--- config.mk ---
export PLATFORM = sky130hd
export DESIGN_NAME = execute_operand_controller
export DESIGN_NICKNAME = d
export VERILOG_FILES = /design/src/rtl/execute_ctrl_pkg.sv /design/src/rtl/execute_operand_controller_hazard_match.sv /design/src/rtl/execute_operand_controller.sv
export SDC_FILE = /design/constraint.sdc
export NUM_CORES = 1
export LEC_CHECK = 0
export ABC_AREA = 1
export CORE_UTILIZATION = 50
export DETAILED_ROUTE_END_ITERATION = 10
export HOLD_SLACK_MARGIN = 0.06
export PLACE_DENSITY = 0.94
export SLEW_MARGIN = 5
export SYNTH_ARGS = -nofsm -noshare
export SYNTH_HDL_FRONTEND = slang
export SYNTH_SLANG_ARGS = --single-unit
--- constraint.sdc ---
create_clock -name clk -period 4.35 [get_ports clk]
set_input_delay 0.87 -clock clk [delete_from_list [all_inputs] [get_ports clk]]
set_output_delay 0.87 -clock clk [all_outputs]
set_load 0.01 [all_outputs]
--- src/rtl/execute_ctrl_pkg.sv ---
// execute_ctrl_pkg: shared select encodings, shadow slot type and FSM states for the operand controller
package execute_ctrl_pkg;
  localparam int RD_W = 8;
  typedef enum logic [1:0] {OP2_REG = 2'b00, OP2_IMM = 2'b01, OP2_ONE = 2'b10, OP2_ZERO = 2'b11} op2_sel_t;
  typedef enum logic [1:0] {FWD_RF = 2'b00, FWD_EXMEM = 2'b01, FWD_MEMWB = 2'b10} fwd_sel_t;
  typedef struct packed {
    logic valid;
    logic [RD_W-1:0] rd;
    logic reg_write;
    logic is_load;
  } slot_t;
  typedef enum logic {RUN, STALL} state_t;
  localparam slot_t BUBBLE = '0;
  function automatic logic producer(slot_t s);
    return s.valid && s.reg_write && s.rd != '0;
  endfunction
endpackage

--- src/rtl/execute_operand_controller_hazard_match.sv ---
// hazard_match: compares one decode source register against the EX and MEM shadow slots
module hazard_match import execute_ctrl_pkg::*; #(
  parameter int REG_ADDR_W = 5
) (
  input  logic [REG_ADDR_W-1:0] rs,
  input  logic                  uses,
  input  slot_t                 ex,
  input  slot_t                 mem,
  output logic                  matchEx,
  output logic                  matchMem,
  output logic                  loadMatchEx
);
  logic unused_mem_load;
  assign unused_mem_load = mem.is_load;
  assign matchEx = uses && producer(ex) && ex.rd == RD_W'(rs);
  assign matchMem = uses && producer(mem) && mem.rd == RD_W'(rs);
  assign loadMatchEx = matchEx && ex.is_load;
endmodule

--- src/rtl/execute_operand_controller.sv ---
// execute_operand_controller: forwarding/operand-2 selects and hazard stall for EX; FORWARD_EN enables forwarding
module execute_operand_controller import execute_ctrl_pkg::*; #(
  parameter int REG_ADDR_W  = 5,
  parameter int STALL_CNT_W = 16
) (
  input  logic                   clk,
  input  logic                   reset,
  input  logic                   decValid,
  input  logic [REG_ADDR_W-1:0]  decRs1,
  input  logic [REG_ADDR_W-1:0]  decRs2,
  input  logic                   decUsesRs1,
  input  logic                   decUsesRs2,
  input  logic [REG_ADDR_W-1:0]  decRd,
  input  logic                   decRegWrite,
  input  logic                   decIsLoad,
  input  logic [1:0]             decOp2Sel,
  input  logic                   flush,
  output logic                   stall,
  output logic [1:0]             input2Select,
  output logic [1:0]             fwdSelA,
  output logic [1:0]             fwdSelB,
  output logic [STALL_CNT_W-1:0] stallCount
);
  slot_t ex_q, mem_q, wb_q;
  state_t state, next;
  logic mex_a, mmem_a, ld_a, mex_b, mmem_b, ld_b, raw, adv;
  logic [1:0] fwd_a, fwd_b;
  logic unused_wb;
  hazard_match #(.REG_ADDR_W(REG_ADDR_W)) u_rs1 (
    .rs(decRs1), .uses(decUsesRs1), .ex(ex_q), .mem(mem_q),
    .matchEx(mex_a), .matchMem(mmem_a), .loadMatchEx(ld_a)
  );
  hazard_match #(.REG_ADDR_W(REG_ADDR_W)) u_rs2 (
    .rs(decRs2), .uses(decUsesRs2), .ex(ex_q), .mem(mem_q),
    .matchEx(mex_b), .matchMem(mmem_b), .loadMatchEx(ld_b)
  );
  // WB needs no forwarding since the register file writes before it reads
  assign unused_wb = ^wb_q;
`ifdef FORWARD_EN
  assign raw = ld_a | ld_b;
  assign fwd_a = mex_a ? FWD_EXMEM : mmem_a ? FWD_MEMWB : FWD_RF;
  assign fwd_b = mex_b ? FWD_EXMEM : mmem_b ? FWD_MEMWB : FWD_RF;
`else
  assign raw = ld_a | ld_b | mex_a | mmem_a | mex_b | mmem_b;
  assign fwd_a = FWD_RF;
  assign fwd_b = FWD_RF;
`endif
  assign stall = decValid && !flush && raw;
  assign adv = decValid && !stall && !flush;
  always_comb begin
    next = (state == STALL && (!stall || flush)) ? RUN : (state == RUN && stall) ? STALL : state;
  end
  always_ff @(posedge clk) begin
    if (reset) begin
      ex_q <= BUBBLE;
      mem_q <= BUBBLE;
      wb_q <= BUBBLE;
      input2Select <= OP2_REG;
      fwdSelA <= FWD_RF;
      fwdSelB <= FWD_RF;
      stallCount <= '0;
      state <= RUN;
    end else begin
      wb_q <= mem_q;
      mem_q <= ex_q;
      ex_q <= adv ? '{valid: 1'b1, rd: RD_W'(decRd), reg_write: decRegWrite, is_load: decIsLoad} : BUBBLE;
      input2Select <= adv ? decOp2Sel : OP2_REG;
      fwdSelA <= adv ? fwd_a : FWD_RF;
      fwdSelB <= adv ? fwd_b : FWD_RF;
      stallCount <= stallCount + STALL_CNT_W'(next == STALL && !(&stallCount));
      state <= next;
    end
  end
endmodule

### Supply network

Pins as bars on the die edge. Tap cells in grey.
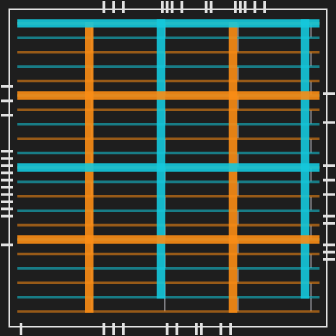
colour	net
orange	VSS
cyan	VDD
met4 straps	4
signal pins	48
rows	20
Die Wd: 59.6 um
core box area: 3100 um2
vertical die dimension: 59.6 um

### Cells coloured by class

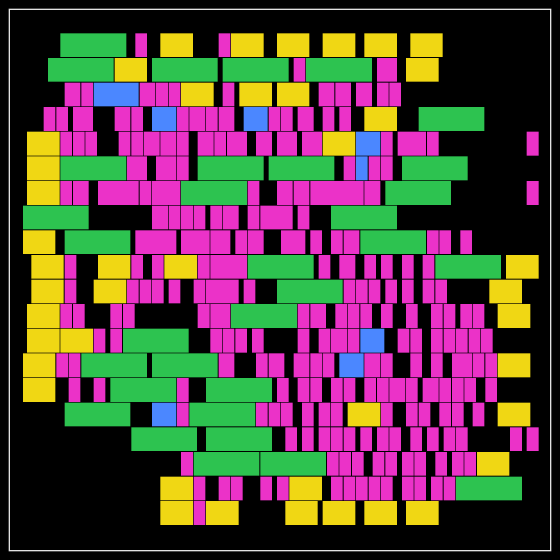
colour	class	cells
green	flip-flops	32
magenta	all other logic	230
yellow	other buffers and delay cells	42
blue	clock drivers and dummy loads	8
sequential portion of the cell area: 0.295
number of standard-cell rows in the floorplan: 20

### Clock distribution

Bar = 20 um.
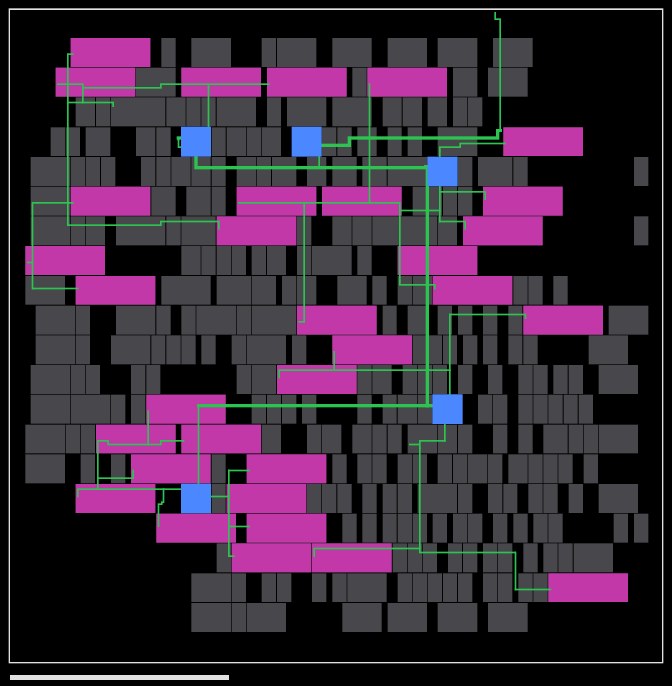
[magenta] flip-flops | count: 32
[green] clock wires | length: 391 um
[blue] cells driving clock nets | count: 5
flops lie	all over the die
reported clock group power: 185 uW
Layout Skew: 11.0 ps

### Signal wires by layer

Bar = 20 um.
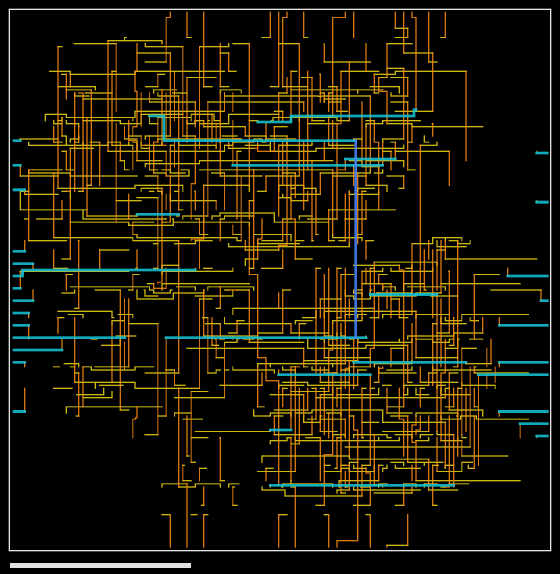
colour	layer	wire length
orange	met2	1680 um
cyan	met3	233 um
blue	met4	21.8 um
yellow	met1	1660 um

### Routing congestion map

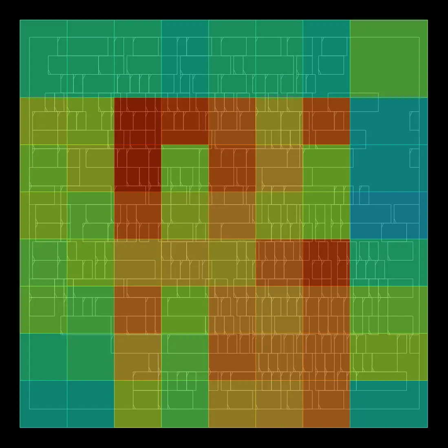
Global Route met2 Usage: 0.371
met3 Track Usage GR: 0.0655
Tot GR Track Use: 0.224
met1 usage in global routing: 0.286
most used routing layer: met2

==> flow_metrics.py <==
# Generated from Yosys and OpenROAD reports
metrics = {
    "worst_setup_path": {
        "most_frequent_cp_cell": "sky130_fd_sc_hd__nand2_1",
        "worst_path_dominant_cell_family": "buffers and inverters",
        "critical_path.max_fanout": 3,
        "critPathLaunchType": "input port",
        "path_cells": "clkdlybuf4s50_1 -> inv_1 -> nand2_1 -> nand2_1 -> nor2_1 -> nand3_1 -> nand2_1 -> nand2_1 -> nand2_1 -> nand2_1 -> inv_1 -> clkdlybuf4s50_1",
        "setup.worst_path.end_class": "primary output",
        "worst_r2r_startpoint": "ex_q[4]$_SDFF_PP0_",
        "setup.reg_to_reg.worst_slack_ps": 1980,
        "cp_data_required_time_ps": 3480,
        "criticalPathCategory": "input port to primary output",
        "worst-r2r-cell-count": 17,
        "arrival_time_reported_for_the_critical_path_endpoint_ps": 2650,
        "rr_endpoint": "stallCount[12]$_SDFF_PP0_",
        "critical_path_cell_count": 12,
        "critical_path.n_buffers_inverters": 4,
        "critical-path-max-stage-delay_ps": 540,
    },
    "logic_synthesis": {
        "synthMostInstantiatedCell": "sky130_fd_sc_hd__nand2_1",
        "ys_top_cells_by_count": "sky130_fd_sc_hd__nand2_1 (78), sky130_fd_sc_hd__nor2_1 (48), sky130_fd_sc_hd__inv_1 (44)",
        "yosysCellCount": 265,
        "cell_area_synth_um2": 1660,
        "numSynthFlops": 32,
        "synthDistinctLibCells": 24,
        "post-synth-top-area-fraction": 0.386,
        "synth-warning-count": 0,
        "synth_top_cell_by_area": "sky130_fd_sc_hd__dfxtp_1",
        "async_reset_ff_frac": 0,
        "synth_seq_share": 0.386,
        "enable_flop_cells": 0,
        "synthFlopType": "sky130_fd_sc_hd__dfxtp_1",
        "synth_cells": 265,
        "synth_area_per_cell_um2": 6.27,
    },
    "cells_and_area": {
        "multi_input_comb_cells": 180,
        "seq_area_um2": 641,
        "nNetsFinal": 338,
        "final_layout_top_logic_cells": "sky130_fd_sc_hd__nand2_1 (78), sky130_fd_sc_hd__nor2_1 (48), sky130_fd_sc_hd__inv_1 (44)",
        "layout.filler_cells": 264,
        "multi_input_comb_area_um2": 807,
        "final.signal_buffer_count": 42,
        "drive_above_1_share": 0.0705,
        "inverters": 50,
        "top_logic_cell_by_instance_count_in_the_layout": "sky130_fd_sc_hd__nand2_1",
        "layout.clock.cell_area_share": 0.0288,
        "synthToLayoutAreaGrowth_pct": 30.8,
        "largest_class": "multi-input combinational cells",
    },
    "final_timing": {
        "rsz0062_at_grt": "false",
        "worst_slew_pin_slew_ps": 630,
        "max_freq_mhz": 284,
        "report.final.slew_viol_count": 0,
        "final_report_setup_violation_count": 0,
        "slew-limit-headroom": 0.578,
        "hold_violations_final": 0,
        "final.min_clock_period_ps": 3520,
        "layout_worst_path_cycle_share": 0.809,
    },
    "clock_network": {
        "cts_sink_count": 32,
        "cts_repair_resize_count": 0,
        "clock_pin_transition_on_the_worst_setup_and_hold_timing_paths_ps": 110,
        "root_cell_of_the_clock_tree": "sky130_fd_sc_hd__clkbuf_4",
        "cts-htree-levels": 2,
        "cts_setup_buffers": 0,
        "clock_path_buffers": 2,
        "holdBufCountCts": 0,
        "cts_made_buffers": 5,
        "clock.latency.late_pin_ps": 340,
    },
    "placement": {
        "place.detailed.hpwl_um": 2760,
        "io_buffer_count": 42,
        "gp_congestion": 0.872,
    },
    "die": {
        "tapcell.inserted": 44,
        "chip_area_um2": 3560,
        "top_ports": 48,
        "floorplan.initialDensity": 0.535,
    },
    "detailed_routing": {
        "drc_errors": 0,
        "detail_route.vias_per_cell": 4.63,
        "final_routed_wirelength_across_all_metal_layers_um": 3600,
        "drtIter0Drc": 109,
        "drt_first_pass_iters": 4,
        "tally_of_nets_with_antenna_violations_remaining_after_routing": 0,
    },
    "pwr": {
        "power_leakage_uw": 0.00101,
        "p_per_area_nw_per_um2": 250,
    },
    "job": {
        "cap_violations": 0,
    },
    "global_route": {
        "grt_first_pass_wirelength_um": 6030,
        "grt_pass1_vias": 1482,
        "antenna_violations_before_repair": 0,
        "grt_max_degree": 17,
    },
    "worst_hold_path": {
        "hold-path-endpoint": "mem_q[10]$_SDFF_PP0_",
        "worst_hold_startpoint": "ex_q[10]$_SDFF_PP0_",
        "hold_removal_path_class": "flip-flop to flip-flop",
    },
    "run_status": {
        "outcome": "complete, no violations",
    },
}
## worst max-delay path by stage
| stage | start | endpoint | slack (ps) |
|---|---|---|---|
| floorplan | decRs1[0] | stallCount[8]$_SDFF_PP0_ | 1870 |
| global placement | decRs1[3] | stall | 860 |
| detailed placement | decRs2[0] | stall | 850 |
| CTS | decRs2[4] | stall | 840 |
| global route | decRs2[0] | stall | 720 |
| finish | decRs2[4] | stall | 830 |
## kinds of logic after synthesis
group,after synthesis,synth area share
other,1,0.00226
XOR/XNOR,2,0.0105
flip-flops,32,0.386
AND/OR/NAND/NOR,155,0.398
AND-OR/OR-AND,17,0.0535
buffers and inverters,56,0.136
adder cells (fa/ha/maj),2,0.0151
## state kept, by name, summed over array words and instances, names as in the netlist
| register | flops |
|---|---|
| input2Select | 2 |
| stallCount | 16 |
| mem_q | 7 |
| ex_q | 7 |
## per-stage QoR
step	instance area (um2)	utilization	setup WS, ps	cells	hold WS (ps)
floorplan	1670	-	1870	268	403
global placement	2110	0.680	862	348	412
detailed placement	2110	0.680	847	348	421
CTS	2170	0.700	841	356	420
global route	2170	0.700	718	356	448
finish	2170	0.700	829	356	419
## per-layer routing
layer / track usage / vias up / wire [um]
met5: 0 / - / 0
met4: 0.0532 / 0 / 21
met3: 0.0655 / 2 / 232
met2: 0.371 / 50 / 1680
met1: 0.286 / 718 / 1660
li1: - / 877 / -
## tightest hold or removal path: stages (launching register included)
cell and delay, ps:
sky130_fd_sc_hd__dfxtp_1 320, sky130_fd_sc_hd__inv_1 50, sky130_fd_sc_hd__nor2_1 30
## report_power, final
| group | internal (uW) | switching (uW) |
|---|---|---|
| Combinational | 30.1 | 28.2 |
| Sequential | 296 | 2.69 |
| Clock | 79.0 | 106 |
Power is estimated from default activity; no workload was simulated.
